--- src/rtl/shift_sequencer.sv ---
// Multi-cycle sequencer that drives a shared logical-only 32-bit shifter to implement
// SLL, SRL, SRA, ROTL and ROTR. Two-pass ops combine the pass results with OR/mask logic.
module shift_sequencer #(
    parameter int WIDTH = 32,
    parameter int SHW   = 5
) (
    input  logic             clk,
    input  logic             reset,
    input  logic             in_valid,
    output logic             in_ready,
    input  logic [2:0]       in_op,
    input  logic [WIDTH-1:0] in_data,
    input  logic [SHW-1:0]   in_amt,
    output logic             out_valid,
    input  logic             out_ready,
    output logic [WIDTH-1:0] out_data,
    output logic [WIDTH-1:0] sh_toshift,
    output logic [SHW-1:0]   sh_number,
    output logic             sh_direction,
    input  logic [WIDTH-1:0] sh_shifted
);

    localparam logic [2:0] OP_SLL  = 3'b000;
    localparam logic [2:0] OP_SRL  = 3'b001;
    localparam logic [2:0] OP_SRA  = 3'b010;
    localparam logic [2:0] OP_ROTL = 3'b011;
    localparam logic [2:0] OP_ROTR = 3'b100;

    typedef enum logic [1:0] {
        IDLE,
        PASS1,
        PASS2,
        DONE
    } state_t;

    state_t state;
    state_t state_next;

    logic [2:0]       op_q;
    logic [WIDTH-1:0] data_q;
    logic [SHW-1:0]   amt_q;
    logic [WIDTH-1:0] partial_q;

    logic             accept;
    logic             is_rot;
    logic             single_pass;
    logic             pass1_dir;
    logic [SHW-1:0]   pass1_num;
    logic [WIDTH-1:0] pass2_toshift;
    logic [SHW-1:0]   pass2_num;
    logic             pass2_dir;
    logic [WIDTH-1:0] sra_result;
    logic [WIDTH-1:0] pass2_result;

    assign in_ready = (state == IDLE);
    assign accept   = in_valid && in_ready;

    assign is_rot      = (op_q == OP_ROTL) || (op_q == OP_ROTR);
    assign single_pass = (op_q == OP_SLL) || (op_q == OP_SRL) || (op_q > OP_ROTR) ||
                         (is_rot && (amt_q == '0));

    // Reserved opcodes shift by zero so the operand passes straight through.
    assign pass1_dir = (in_op == OP_SRL) || (in_op == OP_SRA) || (in_op == OP_ROTR);
    assign pass1_num = (in_op > OP_ROTR) ? '0 : in_amt;

    // Second pass: rotates fetch the wrapped-around bits; SRA builds the sign-fill mask.
    assign pass2_toshift = (op_q == OP_SRA) ? '1 : data_q;
    assign pass2_num     = (op_q == OP_SRA) ? amt_q : (SHW'(0) - amt_q);
    assign pass2_dir     = (op_q != OP_ROTR);

    assign sra_result   = data_q[WIDTH-1] ? (partial_q | ~sh_shifted) : partial_q;
    assign pass2_result = (op_q == OP_SRA) ? sra_result : (partial_q | sh_shifted);

    always_ff @(posedge clk or negedge reset) begin
        if (!reset) begin
            state <= IDLE;
        end else begin
            state <= state_next;
        end
    end

    always_comb begin
        state_next = state;
        case (state)
            IDLE:    if (accept) state_next = PASS1;
            PASS1:   state_next = single_pass ? DONE : PASS2;
            PASS2:   state_next = DONE;
            DONE:    if (out_ready) state_next = IDLE;
            default: state_next = IDLE;
        endcase
    end

    // Shifter inputs are registered so they never follow in_* combinationally.
    always_ff @(posedge clk or negedge reset) begin
        if (!reset) begin
            op_q         <= '0;
            data_q       <= '0;
            amt_q        <= '0;
            partial_q    <= '0;
            out_data     <= '0;
            out_valid    <= 1'b0;
            sh_toshift   <= '0;
            sh_number    <= '0;
            sh_direction <= 1'b0;
        end else begin
            case (state)
                IDLE: begin
                    if (accept) begin
                        op_q         <= in_op;
                        data_q       <= in_data;
                        amt_q        <= in_amt;
                        sh_toshift   <= in_data;
                        sh_number    <= pass1_num;
                        sh_direction <= pass1_dir;
                    end
                end
                PASS1: begin
                    partial_q <= sh_shifted;
                    if (single_pass) begin
                        out_data  <= sh_shifted;
                        out_valid <= 1'b1;
                    end else begin
                        sh_toshift   <= pass2_toshift;
                        sh_number    <= pass2_num;
                        sh_direction <= pass2_dir;
                    end
                end
                PASS2: begin
                    out_data  <= pass2_result;
                    out_valid <= 1'b1;
                end
                DONE: begin
                    if (out_ready) out_valid <= 1'b0;
                end
                default: ;
            endcase
        end
    end

endmodule

--- config.mk ---
export PLATFORM = sky130hd
export DESIGN_NAME = shift_sequencer
export DESIGN_NICKNAME = d
export VERILOG_FILES = /design/src/rtl/shift_sequencer.sv
export SDC_FILE = /design/constraint.sdc
export NUM_CORES = 1
export LEC_CHECK = 0
export CORE_ASPECT_RATIO = 1.75
export CORE_MARGIN = 8
export CORE_UTILIZATION = 56
export CTS_BUF_LIST = sky130_fd_sc_hd__clkbuf_4 sky130_fd_sc_hd__clkbuf_8
export DETAILED_ROUTE_END_ITERATION = 8
export GPL_ROUTABILITY_DRIVEN = 1
export PLACE_DENSITY = 0.87
export SLEW_MARGIN = 20
export SYNTH_ARGS = -nofsm -noshare
export SYNTH_HDL_FRONTEND = slang
export SYNTH_SLANG_ARGS = --single-unit
--- constraint.sdc ---
create_clock -name clk -period 6.4 [get_ports clk]
set_input_delay 1.28 -clock clk [delete_from_list [all_inputs] [get_ports clk]]
set_output_delay 1.28 -clock clk [all_outputs]
set_load 0.03 [all_outputs]
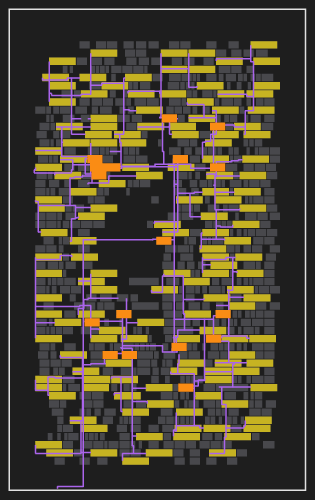
Figure 1: routed clock nets over the placement.
Drawn at 3 px/µm.
flip-flops -> yellow  # count 145
clock wires -> purple  # length 1650 µm
clock-net drivers -> orange  # count 17
routed clock nets = 18
clk pwr: 0.000712 W
clk_skew: 0.0110 ns
Clock Power Share: 14.3%
Insertion Delay late pin: 0.43 ns

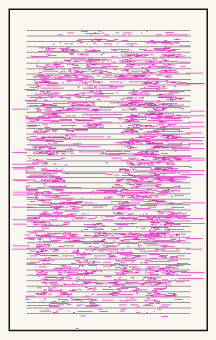
Figure 2: the metal 1 layer.
Drawn at 2 px/µm. Supply wires on this layer in gray.
main direction = horizontal
wire length on this layer = 6380 µm
longest straight run = 25.3 µm
share of all routed wire = 39%

==> results.yml <==
# synthesis and place-and-route metrics
sta:
  rsz0062_at_grt: "false"
  worst_pin_slew_ns: 1.04
  relSlewSlack_pct: 30.8
  period_needed_ns: 3.38
  slew_violations: 0
  tns_ns: 0
floorplan:
  chipWidth_um: 98.2
detailed_routing:
  via_count: 5105
  drt-initial-drc-count: 265
  first_pass_iters: 8
  drcViolationCount: 0
  final_antenna_net_count: 0
grt:
  grt_pass1_vias: 5444
  groute.usage.overall_pct: 21.3
  antenna_found_initial: 0
setup_path:
  cp_top_family: "buffers and inverters"
  end_kind: "primary output"
  crit_type: "reg2out"
  critPathMaxFanout: 8
  arrival_ns: 2.10
yosys:
  ys_cells: 589
  ys_types: 31
  yosys_most_used_dff: "dfrtp_1"
  syn_avg_cell_area_um2: 11.2
  syn_area_mm2: 0.00662
  synthCells: 589
clocking:
  clock_sinks: 145
  post_cts_buffers: 0
  clk_pin_slew_worst_paths_ns: 0.08
  ctsHoldBuffers: 0
  numCtsBuffers: 17
placed_design:
  dpl.hpwl_mm: 11.1
  portBuffers: 147
final_layout:
  diodes: 0
  nets: 797
  syn2layout_area_growth_pct: 29.2
  comb_area_mm2: 0.00282
run_status:
  outcome: "complete, no violations"
## cell usage after synthesis, types with 3 or more instances
cell,n
inv_1,8
nor4_1,4
a22oi_1,3
a222oi_1,32
mux2_2,75
ha_1,6
a21oi_1,65
nor3_1,3
nor2b_1,33
buf_2,9
nor2_1,35
o21a_1,33
o21ai_1,7
o21ai_0,33
dfrtp_1,145
nand2_1,41
clkbuf_1,37
## path summary, 6_finish.rpt
path                                             from                          to  slack, ns  cells after the start
setup / recovery                 state[1]$_DFFE_PN0P_                    in_ready       3.02                      3
hold reg to reg            sh_toshift[13]$_DFFE_PN0P_  sh_toshift[13]$_DFFE_PN0P_       0.49                      2
setup reg to reg                 state[1]$_DFFE_PN0P_  sh_toshift[27]$_DFFE_PN0P_       3.35                      7
hold / removal             sh_toshift[13]$_DFFE_PN0P_  sh_toshift[13]$_DFFE_PN0P_       0.49                      2
min in group asynchronous                       reset      data_q[10]$_DFFE_PN0P_       0.83                      1
max in group asynchronous                       reset     out_data[1]$_DFFE_PN0P_       4.14                      2
## report_power, final
| part | internal (W) | switching (W) | total [W] |
|---|---|---|---|
| sequential | 0.00139 | 0.000281 | 0.00167 |
| clock | 0.000331 | 0.000382 | 0.000712 |
| combinational | 0.00112 | 0.00147 | 0.00259 |
## metrics by stage
stage	setup WS [ns]	cells	instance area (µm²)	power (W)	hold slack, ns
3_5_place_dp	3.03	830	8150	0.00430	0.471
3_3_place_gp	3.21	830	8150	0.00416	0.460
6_report	3.02	863	8560	0.00498	0.489
4_1_cts	2.99	862	8550	0.00501	0.489
2_1_floorplan	4.17	589	6620	0.00342	0.480
5_1_grt	2.94	863	8560	0.00532	0.523
## cell families (layout without fill, tap and decap cells)
logic type	count (synthesis)	after routing	synth area share [%]
AND-OR/OR-AND	183	183	18.5
XOR/XNOR	1	1	0.132
adder cells (fa/ha/maj)	6	6	1.13
buffers and inverters	55	194	3.29
flip-flops	145	145	54.8
multiplexers	75	75	12.8
AND/OR/NAND/NOR	124	124	9.39
## sequential cells by signal (all words and copies together), names as in the netlist
signal        flops
sh_direction      1
amt_q             5
partial_q        32
data_q           32
out_valid         1
state             2
sh_number         5
out_data         32
op_q              3
sh_toshift       32
## worst register-to-register path: cells and delay by family, from the launching register on
kind | cells | cell delay [ns]
AOI/OAI and AO/OA | 2 | 0.87
DFF | 1 | 0.42
buffers and inverters | 4 | 1.25
adders and majority gates | 1 | 0.37
## metal layers
metal	share of wire, %	vias up	GRT usage [%]
met5	0	-	0
met4	2.1	0	8.57
met3	5.1	22	4.96
met2	54	163	37.6
met1	39	2525	24.2
li1	-	2395	-
## layout make-up
type | instances | share of cell area, %
multi-input combinational | 389 | 32.9
tap | 135 | 1.97
clock buffer | 18 | 2.90
inverter | 9 | 0.395
timing repair buffer | 153 | 17.7
sequential | 145 | 42.4
clock inverter | 14 | 1.68
Power and IR drop assume default switching activity.
